[src/rtl/cskipa_result_stage.sv]
// Pipeline wrapper around a combinational carry-skip adder.
// Operand pairs are registered in a single stage (S1) and driven to the adder.
// The adder's {cout,sum} is captured into a small output FIFO.
// A saturating counter tracks how many captured results had a carry-out.
module cskipa_result_stage #(
    parameter int WIDTH = 12,
    parameter int DEPTH = 2,
    parameter int CNT_W = 8
) (
    input  logic             i_clk,
    input  logic             i_rst_n,
    input  logic             i_valid,
    output logic             o_ready,
    input  logic [WIDTH-1:0] i_add_term1,
    input  logic [WIDTH-1:0] i_add_term2,
    output logic [WIDTH-1:0] o_add_term1,
    output logic [WIDTH-1:0] o_add_term2,
    input  logic [WIDTH-1:0] i_sum,
    input  logic             i_cout,
    output logic             o_valid,
    input  logic             i_ready,
    output logic [WIDTH:0]   o_result,
    input  logic             i_clr_count,
    output logic [CNT_W-1:0] o_ovf_count
);

    // Pointer width covers DEPTH entries; the occupancy count must also reach DEPTH.
    localparam int PTR_W = (DEPTH > 1) ? $clog2(DEPTH) : 1;
    localparam int FCNT_W = $clog2(DEPTH + 1);
    localparam logic [FCNT_W-1:0] DEPTH_C = FCNT_W'(DEPTH);

    // Stage 1 operand register
    logic             s1_valid_q, s1_valid_d;
    logic [WIDTH-1:0] a_q, a_d;
    logic [WIDTH-1:0] b_q, b_d;

    // Output FIFO state
    logic [WIDTH:0]    mem [DEPTH];
    logic [PTR_W-1:0]  wr_ptr_q, wr_ptr_d;
    logic [PTR_W-1:0]  rd_ptr_q, rd_ptr_d;
    logic [FCNT_W-1:0] fifo_cnt_q, fifo_cnt_d;

    // Overflow counter
    logic [CNT_W-1:0] ovf_q, ovf_d;

    // Handshake events
    logic accept;
    logic pop;
    logic space;
    logic move;
    logic fifo_full;

    // Handshake decode: o_ready depends only on internal state and the consumer's i_ready,
    // so a full FIFO that is being popped still lets S1 drain and refill in one cycle.
    always_comb begin
        fifo_full = (fifo_cnt_q == DEPTH_C);
        o_valid   = (fifo_cnt_q != '0);
        pop       = o_valid & i_ready;
        space     = ~fifo_full | pop;
        move      = s1_valid_q & space;
        o_ready   = ~s1_valid_q | move;
        accept    = i_valid & o_ready;
    end

    // Stage 1 next state: operands hold their last value when the stage empties.
    always_comb begin
        s1_valid_d = s1_valid_q;
        a_d        = a_q;
        b_d        = b_q;
        if (accept) begin
            s1_valid_d = 1'b1;
            a_d        = i_add_term1;
            b_d        = i_add_term2;
        end else if (move) begin
            s1_valid_d = 1'b0;
        end
    end

    // FIFO pointer and occupancy next state; pointers wrap naturally since DEPTH is a power of two.
    always_comb begin
        wr_ptr_d   = wr_ptr_q;
        rd_ptr_d   = rd_ptr_q;
        fifo_cnt_d = fifo_cnt_q;
        if (move) begin
            wr_ptr_d = wr_ptr_q + PTR_W'(1);
        end
        if (pop) begin
            rd_ptr_d = rd_ptr_q + PTR_W'(1);
        end
        case ({move, pop})
            2'b10:   fifo_cnt_d = fifo_cnt_q + FCNT_W'(1);
            2'b01:   fifo_cnt_d = fifo_cnt_q - FCNT_W'(1);
            default: fifo_cnt_d = fifo_cnt_q;
        endcase
    end

    // Overflow counter next state: a clear discards any same-cycle increment.
    always_comb begin
        ovf_d = ovf_q;
        if (i_clr_count) begin
            ovf_d = '0;
        end else if (move && i_cout && !(&ovf_q)) begin
            ovf_d = ovf_q + CNT_W'(1);
        end
    end

    // State registers with asynchronous reset; in-flight results are discarded.
    always_ff @(posedge i_clk or negedge i_rst_n) begin
        if (!i_rst_n) begin
            s1_valid_q <= 1'b0;
            a_q        <= '0;
            b_q        <= '0;
            wr_ptr_q   <= '0;
            rd_ptr_q   <= '0;
            fifo_cnt_q <= '0;
            ovf_q      <= '0;
        end else begin
            s1_valid_q <= s1_valid_d;
            a_q        <= a_d;
            b_q        <= b_d;
            wr_ptr_q   <= wr_ptr_d;
            rd_ptr_q   <= rd_ptr_d;
            fifo_cnt_q <= fifo_cnt_d;
            ovf_q      <= ovf_d;
        end
    end

    // FIFO storage: data needs no reset because the head is masked while empty.
    always_ff @(posedge i_clk) begin
        if (move) begin
            mem[wr_ptr_q] <= {i_cout, i_sum};
        end
    end

    // Outputs
    always_comb begin
        o_add_term1 = a_q;
        o_add_term2 = b_q;
        o_ovf_count = ovf_q;
        o_result    = o_valid ? mem[rd_ptr_q] : '0;
    end

endmodule

[config.mk]
export PLATFORM = sky130hd
export DESIGN_NAME = cskipa_result_stage
export DESIGN_NICKNAME = d
export VERILOG_FILES = /design/src/rtl/cskipa_result_stage.sv
export SDC_FILE = /design/constraint.sdc
export NUM_CORES = 1
export LEC_CHECK = 0
export CORE_AREA = 2 2 71 100
export CTS_CLUSTER_DIAMETER = 40
export DETAILED_ROUTE_END_ITERATION = 10
export DIE_AREA = 0 0 73 102
export GPL_ROUTABILITY_DRIVEN = 0
export PLACE_DENSITY = 0.75
export SLEW_MARGIN = 25
export SYNTH_ARGS = -nofsm -noshare
export SYNTH_HDL_FRONTEND = slang
export SYNTH_SLANG_ARGS = --single-unit
export TNS_END_PERCENT = 20
[constraint.sdc]
create_clock -name i_clk -period 1.6 [get_ports i_clk]
set_input_delay 0.32 -clock i_clk [delete_from_list [all_inputs] [get_ports i_clk]]
set_output_delay 0.32 -clock i_clk [all_outputs]
set_load 0.01 [all_outputs]
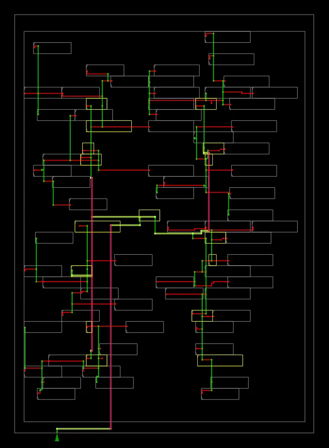
**Above:** clock routing.
Worst Clk Skew: 0.00670 ns
clock-net power: 1.61 mW
clock sinks: 63

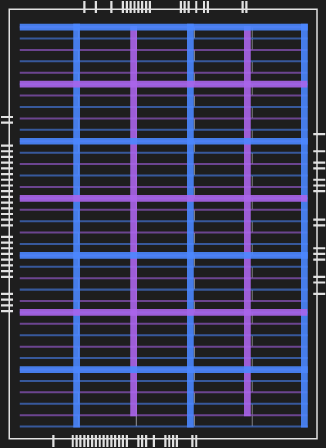
**Above:** PDN straps and rails.
Pins as bars on the die edge. Tap cells in gray.
Key: VDD = purple; VSS = blue
74 tap cells. 89 signal pins sit on the boundary. 7 straps on met5. 5 straps on met4. The core has 35 rows.
Peak VDD IR: 814 uV
core area: 6530 um2
Die Ht: 102 um
chip width: 73 um

==> Changelog: implementation <==
### Metrics

- Reg2reg setup slack: 0 ns
- Gate Area: approximately 870 um2
- DR top layer: met4
- Leakage power: 1.67 nW
- Failing checks: negative setup slack
- Commonest Layout Cell: clkdlybuf4s50_1
- Clock slew at reported path FFs: 0.07 ns
- Unrepaired setup endpoints after global routing: yes
- Worst-case reg-to-reg path depth: 7
- Fmax: 614 MHz
- CTS tree: yes
- Post-layout net count: 333
- Pint: 4.25 mW
- CP Cell Sequence: buf_12, mux2i_2, nor2_1, buf_2
- Adder share: less than 1%
- Outcome: complete, but fails checks
- Drt wl/cell: 14.6 um
- Final cell count without fillers: ~370
- PwrDens: approximately 1500 nW/um2
- Wire length on met1: between 2 and 2.5 mm
- Inverters: 2
- Setup Buffers After CTS: 4
- Post-route setup slack: -0.0288 ns
- Top cells by area: dfrtp_1 37%, edfxtp_1 31%, mux2_2 11%
- Max-slew violation count: 0
- Max reg flops: 26
- Clk_lat worst skew: around 0.33 ns
- Critical Path Source Type: flop
- Post-synth ARST share: 58.7%
- Yosys top cell by area: dfrtp_1
- Worst rel slew slack: roughly 69%
- Remaining antenna violation count: 0
- Min Hold Slack: 0.0313 ns
- Syn nets: 215
- Setup violations, final: 9
Power and IR drop assume default switching activity.
